<file path="src/rtl/store_merge.sv">
// -----------------------------------------------------------------------------
// store_merge
// Store-side byte/halfword merge engine for the multicycle datapath.
// sb/sh: read the aligned memory word, splice the low byte/half of the store
// operand into the addressed lane (little-endian), write the word back.
// sw: write straight through without a read.
//
// Ports
//   clk         system clock, rising edge
//   reset       synchronous, active-low
//   start       request pulse, sampled only in IDLE
//   ssControl   store size: 00 word, 01 half, 10 byte, 11 illegal
//   addr        byte address
//   storeData   store operand
//   memDataIn   memory read data (valid MEM_LATENCY cycles after memAddr)
//   memAddr     word-aligned memory address
//   memWr       memory write enable (WRITE state only)
//   memDataOut  memory write data, holds between writes
//   busy        high in READ and WRITE
//   done        one-cycle completion pulse
//   err         misalignment / illegal size, valid with done
// -----------------------------------------------------------------------------
module store_merge #(
    parameter int unsigned MEM_LATENCY = 1
) (
    input  logic        clk,
    input  logic        reset,
    input  logic        start,
    input  logic [1:0]  ssControl,
    input  logic [31:0] addr,
    input  logic [31:0] storeData,
    input  logic [31:0] memDataIn,
    output logic [31:0] memAddr,
    output logic        memWr,
    output logic [31:0] memDataOut,
    output logic        busy,
    output logic        done,
    output logic        err
);

    typedef enum logic [1:0] {
        StIdle,
        StRead,
        StWrite,
        StDone
    } state_e;

    localparam logic [1:0] SizeWord = 2'b00;
    localparam logic [1:0] SizeHalf = 2'b01;
    localparam logic [1:0] SizeByte = 2'b10;
    localparam logic [2:0] LatCnt   = 3'(MEM_LATENCY);

    state_e      r_state;
    logic [2:0]  r_cnt;
    logic [1:0]  r_lane;   // captured addr[1:0]; upper bits live in memAddr
    logic [15:0] r_data;   // only the low half of the operand is ever merged
    logic [1:0]  r_size;

    logic        w_legal;
    logic [31:0] w_merged;

    // Legality of the request presented on the inputs at the capture edge.
    always_comb begin
        w_legal = 1'b0;
        case (ssControl)
            SizeWord: w_legal = (addr[1:0] == 2'b00);
            SizeHalf: w_legal = ~addr[0];
            SizeByte: w_legal = 1'b1;
            default:  w_legal = 1'b0;
        endcase
    end

    // Splice captured operand into the word currently on memDataIn.
    always_comb begin
        w_merged = memDataIn;
        if (r_size == SizeByte) begin
            case (r_lane)
                2'd0:    w_merged[7:0]   = r_data[7:0];
                2'd1:    w_merged[15:8]  = r_data[7:0];
                2'd2:    w_merged[23:16] = r_data[7:0];
                default: w_merged[31:24] = r_data[7:0];
            endcase
        end else if (r_lane[1]) begin
            w_merged[31:16] = r_data;
        end else begin
            w_merged[15:0] = r_data;
        end
    end

    always_ff @(posedge clk) begin
        if (!reset) begin
            r_state    <= StIdle;
            r_cnt      <= 3'd0;
            r_lane     <= 2'd0;
            r_data     <= 16'd0;
            r_size     <= 2'd0;
            memAddr    <= 32'd0;
            memWr      <= 1'b0;
            memDataOut <= 32'd0;
            busy       <= 1'b0;
            done       <= 1'b0;
            err        <= 1'b0;
        end else begin
            case (r_state)
                StIdle: begin
                    done <= 1'b0;
                    if (start) begin
                        r_lane <= addr[1:0];
                        r_data <= storeData[15:0];
                        r_size <= ssControl;
                        if (!w_legal) begin
                            // No memory access for a rejected request.
                            err     <= 1'b1;
                            done    <= 1'b1;
                            r_state <= StDone;
                        end else begin
                            err     <= 1'b0;
                            busy    <= 1'b1;
                            memAddr <= {addr[31:2], 2'b00};
                            if (ssControl == SizeWord) begin
                                memWr      <= 1'b1;
                                memDataOut <= storeData;
                                r_state    <= StWrite;
                            end else begin
                                r_cnt   <= LatCnt;
                                r_state <= StRead;
                            end
                        end
                    end
                end

                StRead: begin
                    if (r_cnt == 3'd0) begin
                        // Last READ cycle: memDataIn is valid now.
                        memDataOut <= w_merged;
                        memWr      <= 1'b1;
                        r_state    <= StWrite;
                    end else begin
                        r_cnt <= r_cnt - 3'd1;
                    end
                end

                StWrite: begin
                    memWr   <= 1'b0;
                    busy    <= 1'b0;
                    done    <= 1'b1;
                    r_state <= StDone;
                end

                StDone: begin
                    done    <= 1'b0;
                    r_state <= StIdle;
                end

                default: begin
                    r_state <= StIdle;
                end
            endcase
        end
    end

endmodule

</file>
<file path="config.mk">
export PLATFORM = sky130hd
export DESIGN_NAME = store_merge
export DESIGN_NICKNAME = d
export VERILOG_FILES = /design/src/rtl/store_merge.sv
export SDC_FILE = /design/constraint.sdc
export NUM_CORES = 1
export LEC_CHECK = 0
export CAP_MARGIN = 20
export CORE_AREA = 5 5 116 118
export CTS_BUF_LIST = sky130_fd_sc_hd__clkbuf_8
export DETAILED_ROUTE_END_ITERATION = 8
export DIE_AREA = 0 0 121 123
export PLACE_DENSITY = 0.77
export SETUP_SLACK_MARGIN = 0.3
export SYNTH_ARGS = -nofsm -noshare
export SYNTH_HDL_FRONTEND = slang
export SYNTH_SLANG_ARGS = --single-unit
export TNS_END_PERCENT = 100
</file>
<file path="constraint.sdc">
create_clock -name clk -period 2.4 [get_ports clk]
set_clock_uncertainty 0.15 [all_clocks]
set_input_delay 0.48 -clock clk [delete_from_list [all_inputs] [get_ports clk]]
set_output_delay 0.48 -clock clk [all_outputs]
set_load 0.01 [all_outputs]
</file>
==> impl_table.tex <==
% Yosys + OpenROAD metrics
\begin{tabular}{lr}
\hline
Metric & Value \\
\hline
\multicolumn{2}{l}{\textbf{Synth}} \\
Cell types with the largest area share after synthesis & sky130\_fd\_sc\_hd\_\_dfxtp\_1 (38\%), sky130\_fd\_sc\_hd\_\_mux2i\_1 (9.8\%), sky130\_fd\_sc\_hd\_\_nand2\_1 (8.0\%) \\
Count of flip-flops with a built-in enable after synthesis & 0 \\
Fraction of synthesized cell area taken by the top area cell type & 37.8\% \\
Average footprint of a synthesized cell & 9.01 um\^{}2 \\
Share of synthesized registers carrying an async set or reset & 0\% \\
Synth Seq Share & 37.8\% \\
AND-OR/OR-AND share of the synthesized area & 20.9\% \\
Adder and majority cell fraction of the synthesized area & 2.08\% \\
Library cell occupying the most area in the post-synthesis netlist & sky130\_fd\_sc\_hd\_\_dfxtp\_1 \\
Post-synth design cell area & 0.00482 mm\^{}2 \\
Chip area line of the yosys report & 0.00482 mm\^{}2 \\
Simple logic cell fraction of the synthesized area & 20.4\% \\
\multicolumn{2}{l}{\textbf{Final layout}} \\
Flip-flop count of the largest register after layout & 32 \\
Count of filler cells inserted in the layout & 1104 \\
Largest registers ranked by flip-flop count & memDataOut: 32 flops, memAddr: 30 flops, r\_data: 16 flops \\
Layout cells sized above 1 & 12.0\% \\
Cell Count, Final, Fillers Out & 864 \\
Final \#Nets & 796 \\
\multicolumn{2}{l}{\textbf{Detailed routing}} \\
Highest layer used for signal routing & met4 \\
Length of routed met3 wiring & 1220 um \\
Number of detailed-route iterations in the first pass & 5 \\
Residual antenna-violating net count after detailed routing & 0 \\
Routed wire length & 15400 um \\
Drt initial violations & 353 \\
Post-detailed-route via-to-cell ratio & 5.34 \\
Met1 Wirelength & 6180 um \\
\multicolumn{2}{l}{\textbf{Final timing}} \\
Unrepaired setup endpoints after global routing & false \\
Min Hold Slack & 0.308 ns \\
Worst Tran Pin Value & 0.816 ns \\
Max frequency & 511 MHz \\
Final tally of hold violations & 0 \\
Final Max-Slew Violation Tally & 0 \\
Tmin final & 1.96 ns \\
Sum Neg Setup Slack & 0 ns \\
\multicolumn{2}{l}{\textbf{Pwr}} \\
Power Density & 867 mW/mm\^{}2 \\
Final Power & 6020 uW \\
Maximum VDD drop & 377 uV \\
\multicolumn{2}{l}{\textbf{Place}} \\
Dpl ws & -0.0698 ns \\
Gp weighted congestion & 0.802 \\
Instance area at placement & 0.00663 mm\^{}2 \\
Half-perimeter wire length after placement & 11100 um \\
\multicolumn{2}{l}{\textbf{Global route}} \\
Met2 usage & 33.5\% \\
Vias in the first global route & 4534 \\
Wire length of the first global-routing pass & 23100 um \\
Leftover overflow at the end of global routing & 0 \\
GR Util All Layers & 19.2\% \\
Antenna violations before repair & 0 \\
\multicolumn{2}{l}{\textbf{Critical path}} \\
Reg-to-reg slack, setup & 0.44 ns \\
Required time of the critical path & 2.53 ns \\
Crit path launch & r\_state[0] \\
Reg2reg path depth & 6 \\
Worst flop-to-flop path endpoint & memAddr[30] \\
Startpoint of the lowest-slack register-to-register path & r\_state[0] \\
CP endpoint & memAddr[30] \\
Type of element capturing the critical path & register \\
Maximum fanout along the worst path & 15 \\
Class of the most critical setup path & reg2reg \\
CP startpoint kind & register \\
\multicolumn{2}{l}{\textbf{Min path}} \\
Hold Path End & r\_data[11] \\
Hold path startpoint & r\_data[11] \\
\multicolumn{2}{l}{\textbf{Clock network}} \\
Cts hold-fix bufs & 0 \\
Insertion delay at the late pin of the worst-skew pair & 0.36 ns \\
Clock root buffer master & sky130\_fd\_sc\_hd\_\_clkbuf\_8 \\
Num Clock Sinks & 91 \\
Max H-tree Level & 3 \\
CTS tree & built \\
Number of buffers inserted by post-CTS setup repair & 1 \\
\multicolumn{2}{l}{\textbf{Floorplan}} \\
Die boundary width & 121 um \\
Core area & 0.0124 mm\^{}2 \\
Pre-Place Util & 39.0\% \\
Die y size & 123 um \\
\multicolumn{2}{l}{\textbf{Status}} \\
Run status & complete, no violations \\
\hline
\end{tabular}
area by class of cell:
class,instances,area share (%)
Clock buffer,9,1.79
Clock inverter,7,1.01
Inverter,10,0.541
Multi-Input combinational cell,388,39.4
Sequential cell,91,26.3
Tap cell,172,3.10
Timing Repair Buffer,187,27.9
power breakdown:
group	internal [uW]	switching [uW]
clock	478	568
sequential	1800	188
combinational	1420	1560
total	3700	2320
worst max-delay path: stages (launching register included):
cell and delay, ns:
sky130_fd_sc_hd__dfxtp_2 0.37, sky130_fd_sc_hd__inv_1 0.18, sky130_fd_sc_hd__ha_4 0.27, sky130_fd_sc_hd__nand2_1 0.20, sky130_fd_sc_hd__nor2_4 0.27, sky130_fd_sc_hd__clkbuf_16 0.24, sky130_fd_sc_hd__mux2i_1 0.19
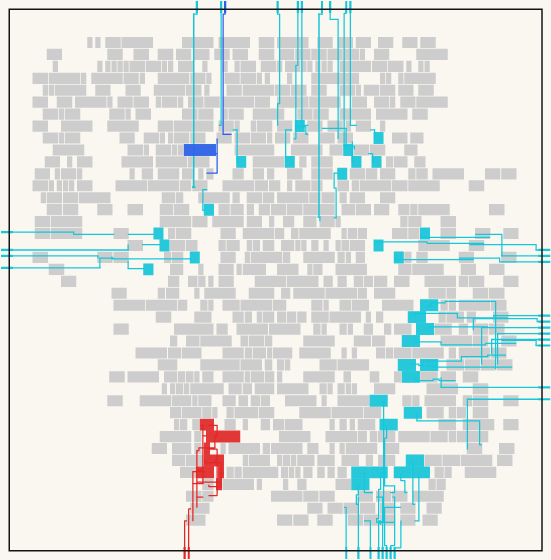
port_nets.png
| colour | port | bits | direction | edge | end cells | wire |
|---|---|---|---|---|---|---|
| blue | err | 1 | output | top | 1 | 40.9 um |
| cyan | memDataIn | 32 | input | 11 right, 9 top, 8 bottom, 4 left | 32 | 1100 um |
| red | ssControl | 2 | input | bottom | 8 | 110 um |
total I/O pin count: 169
Port-buffer cells: 166

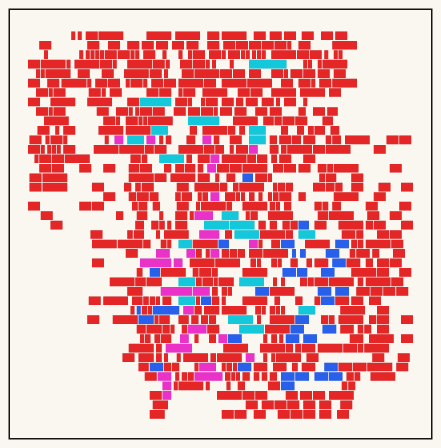
drive_strength.png
| colour | size | cells | share | most used |
|---|---|---|---|---|
| cyan | drive 6 and up | 20 | 2.9% | clkbuf_8 |
| red | drive 1 or less | 609 | 88% | clkdlybuf4s50_1 |
| blue | drive 2 | 35 | 5.1% | o221a_2 |
| magenta | drive 3 to 4 | 28 | 4.0% | buf_4 |
Final Instance Area: 0.00694 mm^2
post-route setup slack: 0.444 ns
area growth from synthesis to final layout: 44.0%

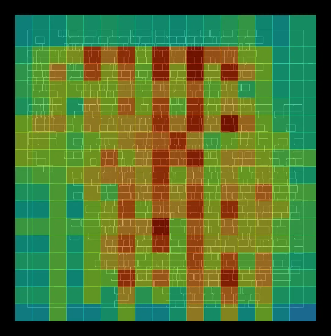
final_congestion.png
layer carrying the most global-route usage: met2
GR Util met3: 5.44%

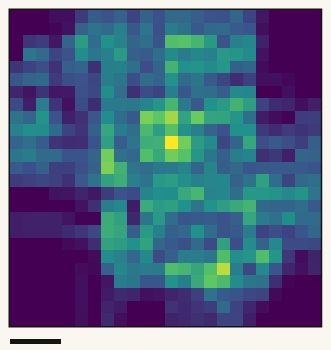
wire_density.png
The bar under the picture is 20 um long. 24 x 25 tiles, from dark purple (low) to yellow (high), scaled to the fullest tile. Values are wire area over tile area, all layers added.
densest ninth of the die: centre
fullest tile: 0.62
tiles over half the peak: 15%
mean over tiles: 0.17
emptiest ninth of the die: lower left
wire length per cell: 17.8 um
Vias: 4618

Power figures rest on the tool's default switching activity, not on a simulated workload.
